## src/rtl/bool_lut_pkg.sv

```systemverilog
// bool_lut_pkg: shared state enumeration, default input count and counter-width helper
package bool_lut_pkg;
  typedef enum logic [1:0] {IDLE, SWEEP, DONE} state_t;
  localparam int N_IN_DEF = 4;
  function automatic int cnt_w(input int n);
    return n + 1;
  endfunction
endpackage

```

## src/rtl/bool_lut_table.sv

```systemverilog
// bool_lut_table: truth-table storage with one write port and two combinational read ports
module bool_lut_table
  import bool_lut_pkg::*;
#(
  parameter int N_IN  = N_IN_DEF,
  parameter int TBL_W = 2**N_IN
) (
  input  logic            clk,
  input  logic            rst_n,
  input  logic            i_we,
  input  logic [N_IN-1:0] i_addr,
  input  logic            i_data,
  input  logic [N_IN-1:0] i_ra,
  input  logic [N_IN-1:0] i_rb,
  output logic            o_rd_a,
  output logic            o_rd_b
);
  logic [TBL_W-1:0] r_tbl;
  // one table bit per minterm, cleared to the constant-0 function on reset
  always_ff @(posedge clk or negedge rst_n) begin
    if (!rst_n) r_tbl <= '0;
    else if (i_we) r_tbl[i_addr] <= i_data;
  end
  assign o_rd_a = r_tbl[i_ra];
  assign o_rd_b = r_tbl[i_rb];
endmodule

```

## src/rtl/bool_lut_sweeper.sv

```systemverilog
// bool_lut_sweeper: programmable truth table with registered evaluation and an exhaustive
// sweep that counts ones and, when BOOL_LUT_CHECK_EN is defined, checks an external DUT
module bool_lut_sweeper
  import bool_lut_pkg::*;
#(
  parameter int N_IN  = N_IN_DEF,
  parameter int TBL_W = 2**N_IN
) (
  input  logic                    clk,
  input  logic                    rst_n,
  input  logic                    cfg_we,
  input  logic [N_IN-1:0]         cfg_addr,
  input  logic                    cfg_data,
  input  logic [N_IN-1:0]         in_vec,
  output logic                    f_out,
  input  logic                    start,
  output logic                    busy,
  output logic                    done,
  output logic [N_IN-1:0]         sweep_vec,
  output logic                    sweep_valid,
  input  logic                    dut_f,
  output logic [cnt_w(N_IN)-1:0]  ones_count,
  output logic [cnt_w(N_IN)-1:0]  mismatch_count,
  output logic [N_IN-1:0]         first_mismatch_vec
);
  localparam int CW = cnt_w(N_IN);
  localparam logic [N_IN-1:0] LAST = '1;
  state_t          r_state;
  logic            r_busy, r_done, r_valid, r_f;
  logic [N_IN-1:0] r_vec;
  logic [CW-1:0]   r_ones;
  logic            w_tbl_a, w_tbl_s;
  logic            w_go;
  assign w_go = (r_state == IDLE) && start;
  bool_lut_table #(.N_IN(N_IN), .TBL_W(TBL_W)) u_tbl (
    .clk    (clk),
    .rst_n  (rst_n),
    .i_we   (cfg_we && !r_busy),
    .i_addr (cfg_addr),
    .i_data (cfg_data),
    .i_ra   (in_vec),
    .i_rb   (r_vec),
    .o_rd_a (w_tbl_a),
    .o_rd_b (w_tbl_s)
  );
  // registered evaluation of in_vec, independent of the sweep state
  always_ff @(posedge clk or negedge rst_n) begin
    if (!rst_n) r_f <= 1'b0;
    else r_f <= w_tbl_a;
  end
  // sweep controller: walks every minterm once, accumulating the ones count
  always_ff @(posedge clk or negedge rst_n) begin
    if (!rst_n) begin
      r_state <= IDLE;
      r_busy  <= 1'b0;
      r_done  <= 1'b0;
      r_valid <= 1'b0;
      r_vec   <= '0;
      r_ones  <= '0;
    end else begin
      case (r_state)
        IDLE: if (start) begin
          r_state <= SWEEP;
          r_busy  <= 1'b1;
          r_valid <= 1'b1;
          r_vec   <= '0;
          r_ones  <= '0;
        end
        SWEEP: begin
          r_ones <= r_ones + CW'(w_tbl_s);
          if (r_vec == LAST) begin
            r_state <= DONE;
            r_valid <= 1'b0;
            r_done  <= 1'b1;
          end else r_vec <= r_vec + N_IN'(1);
        end
        DONE: begin
          r_state <= IDLE;
          r_done  <= 1'b0;
          r_busy  <= 1'b0;
        end
        default: r_state <= IDLE;
      endcase
    end
  end
`ifdef BOOL_LUT_CHECK_EN
  logic [CW-1:0]   r_mis;
  logic [N_IN-1:0] r_first;
  logic            w_mm;
  assign w_mm = dut_f ^ w_tbl_s;
  // compare the external DUT against the table; an empty count marks the first miss
  always_ff @(posedge clk or negedge rst_n) begin
    if (!rst_n) begin
      r_mis   <= '0;
      r_first <= '0;
    end else if (w_go) begin
      r_mis   <= '0;
      r_first <= '0;
    end else if (r_state == SWEEP) begin
      r_mis <= r_mis + CW'(w_mm);
      if (w_mm && r_mis == '0) r_first <= r_vec;
    end
  end
  assign mismatch_count     = r_mis;
  assign first_mismatch_vec = r_first;
`else
  logic w_unused;
  assign w_unused           = dut_f ^ w_go;
  assign mismatch_count     = '0;
  assign first_mismatch_vec = '0;
`endif
  assign f_out       = r_f;
  assign busy        = r_busy;
  assign done        = r_done;
  assign sweep_vec   = r_vec;
  assign sweep_valid = r_valid;
  assign ones_count  = r_ones;
endmodule
```

## config.mk

```make
export PLATFORM = sky130hd
export DESIGN_NAME = bool_lut_sweeper
export DESIGN_NICKNAME = d
export VERILOG_FILES = /design/src/rtl/bool_lut_pkg.sv /design/src/rtl/bool_lut_table.sv /design/src/rtl/bool_lut_sweeper.sv
export SDC_FILE = /design/constraint.sdc
export NUM_CORES = 1
export LEC_CHECK = 0
export CORE_UTILIZATION = 35
export CTS_BUF_LIST = sky130_fd_sc_hd__clkbuf_8
export DETAILED_ROUTE_END_ITERATION = 16
export SLEW_MARGIN = 20
export SYNTH_ARGS = -nofsm -noshare
export SYNTH_HDL_FRONTEND = slang
export SYNTH_SLANG_ARGS = --single-unit
```

## constraint.sdc

```tcl
create_clock -name clk -period 5.1 [get_ports clk]
set_input_delay 0.765 -clock clk [delete_from_list [all_inputs] [get_ports clk]]
set_output_delay 0.765 -clock clk [all_outputs]
set_load 0.03 [all_outputs]
```

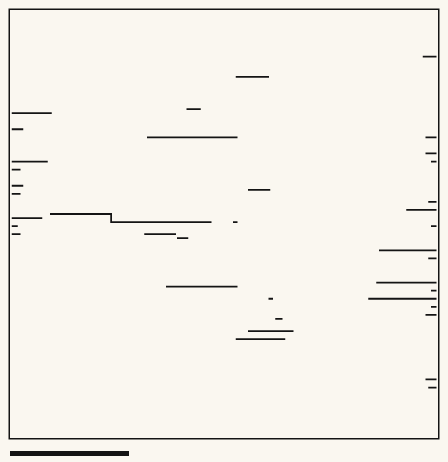
*Signal wires on met3, run 1*
Bar = 20 um.
wire length on this layer	163 um
nets with wire on the layer	31

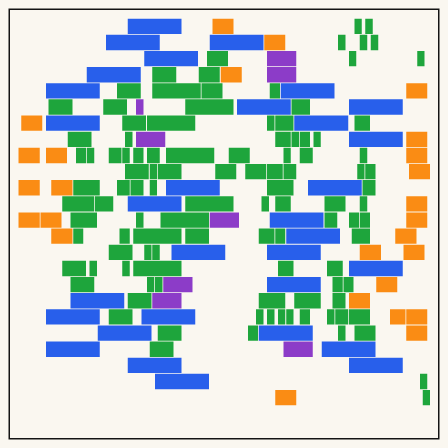
*Placement by cell class, run 1*
colour	class	cells	share of their area
green	combinational and other logic	109	44%
orange	other buffers and delay cells	26	13%
blue	flops	31	39%
purple	clock drivers and dummy loads	8	5.0%
core area: 4723 um2
fraction of standard cell area that is sequential: 36.99%
Rows: 25
Finished Cell Area: 2097 um2

==> run notes, run 1 <==
The tools report the number of vias in the routed layout as 1252. In this run the clock root is driven by a sky130_fd_sc_hd__clkbuf_8. The maximum net fanout on the critical path is 9. The fraction of cell area in non-clock buffers is 12.29%. The netlist uses 33 different library cells.

The number of clock buffers inserted by TritonCTS came out at 5. The number of cells on the critical path is 1. Ranked by total cell area, the synthesized netlist is headed by sky130_fd_sc_hd__dfrtp_1 45%, sky130_fd_sc_hd__mux2_2 10%, sky130_fd_sc_hd__mux4_2 10%. On the critical path, the stage with the largest delay is an instance of sky130_fd_sc_hd__clkdlybuf4s50_1. The total area of sequential cells is 775.7 um2, and the pre-placement core utilization is 36.42%. The run gives 0 as the overflow left after global routing.

For the count of synthesis-stage warnings from yosys, the log shows 0. For this block, the initial DRC count from the detailed router was 35. The final antenna diode tally reported by the flow is 0.

The type recorded for the worst min-delay path is reg2reg. The synthesized-area fraction occupied by xor and xnor cells is 0%. The number of synthesized register bits works out to 31.

Looking at area per cell type in the netlist, the leader is sky130_fd_sc_hd__dfrtp_1. The finished design was reported to have a net count of 190. The run gives 5.195 for the number of vias per cell. Dividing the detail-routed wire length by the instance count gives 14.08 um.

The required time at the worst endpoint is listed as 4.34 ns. The achievable frequency is 418.7 MHz. In this run the tool buffered the top-level ports with 25 buffer cells. Among all cell classes, the greatest summed area belongs to logic gates. Global routing consumed, over all layers together, 14.87% of the routing resources.

With the relative slew slack at 66.60%, the final worst hold slack is 0.4798 ns. The gate count after technology mapping was 146; the final-report max-slew violation count was 0. In this run, the combinational gates consume 39.9% of the power.

The design has 31 sequential cells. Tracing the worst setup path back leads to its startpoint at sweep_vec[0]$_DFFE_PN0P_. The largest power group was registers.

Number of detailed-route iterations in the first pass: 6. The commonest register cell is sky130_fd_sc_hd__dfrtp_1. The leakage component of the power was reported as 0.9322 nW. Per the cell usage report, the commonest logic cell in the layout is sky130_fd_sc_hd__dfrtp_1.

For the die footprint, the log shows 5200 um2. The share of layout cells above drive strength 1 came out at 21.26%. STA reports a reg2reg setup slack of 2.91 ns. The tools report the critical path launch point type as a flip-flop.

For this run, the register share of the synthesized area comes to 45.09%. Post-synthesis cell area: 1720 um2. Across all stage logs, warnings added up to 27. Among all stages on the critical path, the maximum delay recorded is 0.76 ns. The die is 72.11 um wide.

The startpoint of the worst-slack reg-to-reg timing path is sweep_vec[0]$_DFFE_PN0P_. The clock arrives with 0.002144 ns of skew. The power report lists cell-internal power as 0.6473 mW. For the max-cap violation count, the log shows 0. The tools report the endpoint with the worst hold slack as ones_count[4]$_DFFE_PN0P_. The flow inserted 67 tap cells. The clock network power reported by the tool is 0.207 mW. Post-CTS timing repair inserted 0 buffers for setup. The capture point of the critical path was reported as sweep_vec[0]. The share of total power dissipated in sequential elements is 40.1%. Of all flip-flops after synthesis, the portion carrying an async set or reset was 100.0%. With the cell count listed in synth_stat.txt at 146, the mux contribution to synthesized area is 25.60%.

Of the total synthesized cell area, the portion taken by full adders, half adders and majority gates is 2.182%. The final setup TNS was 0 ns. The type of element capturing the critical path is a primary output.

For the worst flop-to-flop path, the logic depth is 7. The run gives 104 for the multi-input gate count. The synthesized chip area reported by yosys is 1720 um2. The synthesis run identifies the leading combinational cell family as multiplexers. The initial antenna violation count is 0, and the register clock-pin slew on the reported worst setup and hold paths is 0.06 ns.

The sequential logic power was 0.415 mW; the worst voltage drop across the vdd grid was 0.1763 mV. The run finished with clean final reports. Clock tree buffers and inverters occupy 4.773% of the routed design's cell area.

The count of inverters other than clock inverters in the layout was 5. Leaving out fill and tap cells, the most frequent cells in the layout are 31 x sky130_fd_sc_hd__dfrtp_1, 25 x sky130_fd_sc_hd__clkdlybuf4s50_1, 18 x sky130_fd_sc_hd__nand2_1. The final weighted congestion recorded by global placement is 0.8056. In this run, post-CTS repair resized a total of 0 instances.

With the critical path buffer and inverter count at 1, the transition time of the tightest slew-check pin is 0.4994 ns. The commonest cells after synthesis are 31 x sky130_fd_sc_hd__dfrtp_1, 18 x sky130_fd_sc_hd__nand2_1, 16 x sky130_fd_sc_hd__mux2_2. According to the floorplan report, the die height is 72.11 um. The number of antenna-violating nets in the routed design was 0; the DRC violations left was 0.

The clock network is responsible for 20.0% of the overall power. Clock insertion delay at the later pin of the skew report: 0.28 ns. With the wire length reported by the detailed router at 3393 um, the buffer count excluding the clock tree in the final layout is 26. The share of the cycle needed by the critical path after routing was 46.83%; the hold violation count in the final report was 0.

Counting along the longest clock path gives a buffer depth of 2. With the proportion of total power due to net switching at 37.45%, the worst path arrival time is 1.62 ns. Summed over its instances, the top area cell type makes up 45.09% of the synthesized netlist area. The most common cell in the synthesized netlist is sky130_fd_sc_hd__dfrtp_1.

The flow reports power dissipated in combinational cells as 0.413 mW. The clock period could shrink to 2.388 ns. Setup repair after global routing left no endpoint under its margin. The logs give 36 for the number of top-level pins and 2 for the number of H-tree branching levels. The run gives 15.05% for the basic-gate share of the synthesized area counting and, or, nand and nor cells. The number of sinks driven by the clock tree was 31; the count of library flops with an enable pin was 0. TritonCTS built the clock tree. In this run, the synthesized area fraction spent on AND-OR/OR-AND gates is recorded as 5.236%.
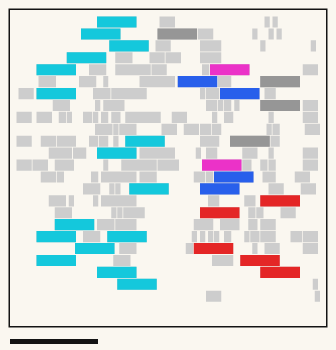
*Sequential cells grouped by signal name, run 1*
Bar = 20 um.
colour	name in the netlist	sequential cells
blue	sweep_vec	4
cyan	u_tbl.r_tbl	16
magenta	r_state	2
red	ones_count	5
not coloured	4

## run 1: metal layers
layer | GRT usage [%] | routed length (um) | vias up
met5 | 0 | 0 | -
met4 | 6.754 | 101 | 0
met3 | 4.583 | 162 | 11
met2 | 24.61 | 1649 | 40
met1 | 17.76 | 1479 | 633
li1 | - | - | 568
## run 1: sequential cells by signal, summed over array words and instances, names as in the netlist
signal	flops
sweep_valid	1
sweep_vec	4
u_tbl.r_tbl	16
done	1
f_out	1
busy	1
ones_count	5
r_state	2
## run 1: through the flow
step	cells	cell area, um2	util [%]	worst slack, ns	power (mW)
after floorplan	154	1750	-	2.897	0.6969
after global placement	233	1997	42.28	2.744	0.8180
final	241	2097	44.40	2.712	1.035
after CTS	241	2097	44.40	2.672	1.049
after global routing	241	2097	44.40	2.614	1.110
after detailed placement	233	1997	42.28	2.738	0.8362
## Run 2: what changed since run 1
Clock period 5.1 ns to 1.93 ns, I/O delays scaled along.
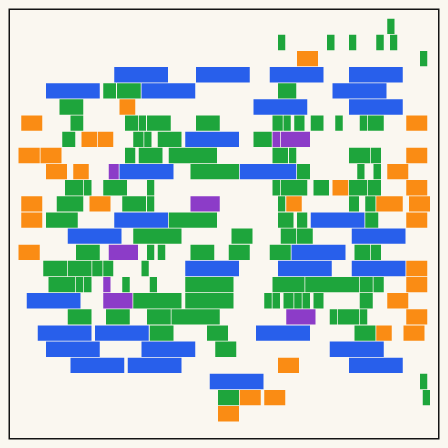
*Placement by cell class, run 2*
colour	class	cells	share of their area
blue	flops	31	38%
green	combinational and other logic	109	43%
purple	clock drivers and dummy loads	8	4.0%
orange	other buffers and delay cells	32	15%
fraction of standard cell area that is sequential: 36.27%
core utilization of the finished layout: 45.35%
Finished Cell Area: 2142 um2

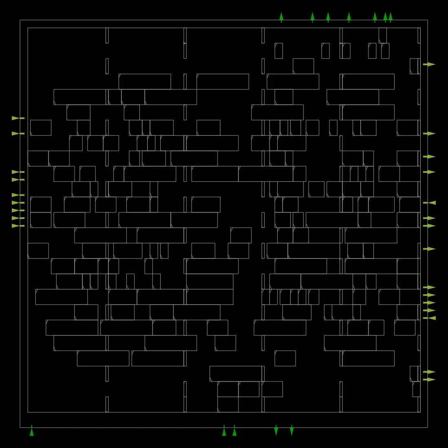
*Placed standard cells, run 2*
Tap Cells: 67
number of fill cells: 437
number of sequential cells: 31
final std cells w/o fill: 247

==> run 2 against run 1 <==
Effect of this change: count of clock-buffer cells in the layout shrank 2; global-route usage grew 0.64 points; area after synthesis is the same; combinational power grew to 2.8 times the previous value; sequential share of layout area shrank 0.72 points; final cell count grew 2.5%; final area grew 2.1%; non-clock buffer count grew 6; sequential power grew to 2.6 times the previous value; die area is the same; total power grew to 2.6 times the previous value; critical endpoint is now ones_count[4]$_DFFE_PN0P_; largest cell class unchanged.
==> run notes, run 2 <==
The setup slack at placement is -0.004092 ns (was 2.738 ns). The slowest library cell on the worst path was sky130_fd_sc_hd__mux4_2 (was sky130_fd_sc_hd__clkdlybuf4s50_1). The total routing resource utilization after global routing came out at 15.51% (was 14.87%). The final setup slack of the worst path is 0.02541 ns (was 2.712 ns).

Final total power: 2.702 mW (was 1.035 mW). For the setup slack of the most critical reg-to-reg path, the log shows 0.03 ns (was 2.91 ns). The post-cts gate resize count came out at 0 (unchanged). The run gives 0 (unchanged) as the final-report max-slew violation count.

The critical path launch point type was a flip-flop (unchanged). Portion of synthesized cell area occupied by the leading cell type: 45.09% (unchanged). With the pre-placement core utilization at 36.42% (unchanged), the site row count is 25 (unchanged). The run gives 0 (unchanged) for the max-cap violation count.

The power consumed by the clock network came out at 0.475 mW (was 0.207 mW). The dominant register cell in the synthesized netlist is sky130_fd_sc_hd__dfrtp_1 (unchanged). Cell type taking the most area: logic gates (unchanged).

The master cell of the clock root buffer was sky130_fd_sc_hd__clkbuf_8 (unchanged). The fraction of cell area in non-clock buffers came out at 14.25% (was 12.29%). The run gives 0 (unchanged) as the overflow left after global routing.

The run gives 2 (unchanged) for the worst-case clock buffer depth. Dividing the final minimum period by the clock period gives 98.68%. Leading cell types by total area after synthesis: sky130_fd_sc_hd__dfrtp_1 45%, sky130_fd_sc_hd__mux2_2 10%, sky130_fd_sc_hd__mux4_2 10% (unchanged). Register with the most flip-flops: u_tbl.r_tbl (unchanged).

TritonCTS built the clock tree. The number of antenna-violating nets in the routed design was 0 (unchanged). The die footprint was 5200 um2 (unchanged); the number of top-level pins was 36 (unchanged). Via count of the first global-routing pass: 1278 (was 1255). The cell type with the largest total area was sky130_fd_sc_hd__dfrtp_1 (unchanged). The tools report the wire length reported by the detailed router as 3444 um (was 3393 um).

The busiest metal layer after global routing is met2 (unchanged). Counting I/O delays and the setup requirement, the final critical path takes 1.905 ns. The tools report the area of the multi-input gates as 875.8 um2 (was 860.8 um2). The tools report the startpoint of the worst-slack reg-to-reg timing path as sweep_vec[0]$_DFFE_PN0P_ (unchanged).

The vertical die size came out at 72.11 um (unchanged). The logic depth of the worst register-to-register path came out at 7 (unchanged). The final setup TNS was 0 ns (unchanged); the post-cts hold-fix buffer tally was 0 (unchanged). The run gives 0.4134 ns (was 0.4798 ns) as the final worst hold slack. With the number of antenna diodes at 0 (unchanged), the cell area after placement is 2058 um2 (was 1997 um2). Commonest cells after routing, fill and taps aside: 30 x sky130_fd_sc_hd__dfrtp_1, 24 x sky130_fd_sc_hd__clkdlybuf4s50_1, 18 x sky130_fd_sc_hd__nand2_1 (was 31 x sky130_fd_sc_hd__dfrtp_1, 25 x sky130_fd_sc_hd__clkdlybuf4s50_1, 18 x sky130_fd_sc_hd__nand2_1). The highest routed metal layer is met4 (unchanged). Delay of the slowest cell on the worst path: 0.51 ns (was 0.76 ns).

The run gives 2 (unchanged) as the number of H-tree branching levels. With the gate count after technology mapping at 146 (unchanged), the width of the die is 72.11 um (unchanged). The worst path arrival time was 2.11 ns (was 1.62 ns); the critical path buffer and inverter count was 0 (was 1). The number of detailed-route iterations in the first pass is 4 (was 6). The run gives 16 (unchanged) for the flip-flop count of the largest register after layout. The average wire per standard cell works out to 13.94 um (was 14.08 um). Portion of the post-synthesis area used by sequential elements: 45.09% (unchanged). The final-stage net count was 196 (was 190); the share of async-settable or async-resettable flops after synthesis was 100.0% (unchanged). With the relative slew slack at 66.61% (was 66.60%), the internal portion of total power is 1.671 mW (was 0.6473 mW).

With the weighted congestion reported at the end of routability-driven placement at 0.7715 (was 0.8056), the number of buffer cells added on primary ports is 25 (unchanged). The clock network fraction of total power came out at 17.6% (was 20.0%). The synthesized chip area reported by yosys was 1720 um2 (unchanged); the area fraction of clock buffers and clock inverters was 3.797% (was 4.773%). The run gives 0.06 ns (about the same) for the register clock-pin slew on the reported worst setup and hold paths. The number of sinks driven by the clock tree was 31 (unchanged); the worst voltage drop across the vdd grid was 0.4928 mV (was 0.1763 mV). Buffer count excluding the clock tree in the final layout: 32 (was 26).

The met3 track demand over resource in global routing was 3.333% (was 4.583%). Setup repair after global routing could not meet its margin everywhere. The logs give 2.14 ns (was 4.34 ns) for the required time of the critical path and 18.87% (was 17.76%) for the global routing met1 resource utilization. For the area of the core, the log shows 4723 um2 (unchanged). The run gives 0 (unchanged) as the DRC violations left. The run gives 1720 um2 (unchanged) for the post-synthesis cell area. The most common cell in the synthesized netlist was sky130_fd_sc_hd__dfrtp_1 (unchanged). The total length of routed met3 wires came out at 131 um (was 162 um). The number of clock buffers inserted by TritonCTS came out at 5 (unchanged). The tools report the achievable frequency as 525.0 MHz. The number of buffers inserted by post-CTS setup repair is 0 (unchanged), and the number of cells on the critical path is 7 (was 1). The hold violation count in the final report is 0 (unchanged), and the share of layout cells above drive strength 1 is 25.00% (was 21.26%).

Transition time of the tightest slew-check pin: 0.4992 ns (was 0.4994 ns). The number of vias per cell was 4.955 (was 5.195); the maximum net fanout on the critical path was 5 (was 9). The count of synthesis-stage warnings from yosys is 0 (unchanged). The clock insertion delay at the later pin of the skew report is 0.28 ns (about the same), and the initial antenna violation count is 0 (unchanged). The type of element capturing the critical path was a flip-flop (was a primary output).

The flow ran to the end, and the final reports show no timing, DRC or antenna violations. Worst clock skew: 0.004130 ns (was 0.002144 ns). The run gives 5 (unchanged) for the count of inverters other than clock inverters in the layout.

The logs give 1707 um (was 1649 um) for the wire length on met2 and 1561 um (was 1479 um) for the detailed-routing wirelength on met1. The run gives 1224 (was 1252) as the number of vias in the routed layout. Most frequent cells after synthesis: 31 x sky130_fd_sc_hd__dfrtp_1, 18 x sky130_fd_sc_hd__nand2_1, 16 x sky130_fd_sc_hd__mux2_2 (unchanged). Number of cells after detailed placement: 239 (was 233). The run gives 26.90% (was 24.61%) for the fraction of met2 tracks used by global routing. The top logic cell by instance count in the layout was sky130_fd_sc_hd__dfrtp_1 (unchanged). With the logic gate share of total power at 42.6% (was 39.9%), the violation count after the first detailed-routing iteration is 97 (was 35).

The class of the worst hold path was in2async (was reg2reg). The multi-input gate count is 104 (unchanged), and the proportion of total power due to net switching is 38.16% (was 37.45%). The launch point of the critical path was sweep_vec[0]$_DFFE_PN0P_ (unchanged).

The run gives 146 (unchanged) as the cell count listed in synth_stat.txt. The run gives 39.8% (was 40.1%) as the sequential cell fraction of total power.
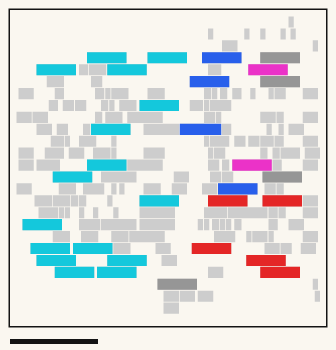
*Sequential cells grouped by signal name, run 2*
Bar = 20 um.
colour	name in the netlist	sequential cells
blue	sweep_vec	4
cyan	u_tbl.r_tbl	16
magenta	r_state	2
red	ones_count	5
not coloured	4
power dissipated in sequential cells: 1.08 mW
FF/Latch Area: 777.0 um2

run 2: cell types whose count changed in the layout (fill, tap and decap cells not counted), sizes merged:
cell and change:
clkinv +1, buf +6, clkbuf -2, inv +1, clkdlybuf4s50 -1, dlymetal6s2s +1
run 2: kinds of logic (layout without fill, tap and decap cells):
logic type / after synthesis / after routing / synth area share (%)
AND-OR/OR-AND: 14 / 14 / 5.236
adder cells (fa/ha/maj): 3 / 3 / 2.182
buffers and inverters: 19 / 45 / 6.618
flip-flops: 31 / 31 / 45.09
multiplexers: 32 / 32 / 25.60
other: 1 / 9 / 0.2180
AND/OR/NAND/NOR: 46 / 46 / 15.05
Power is estimated from default activity; no workload was simulated.
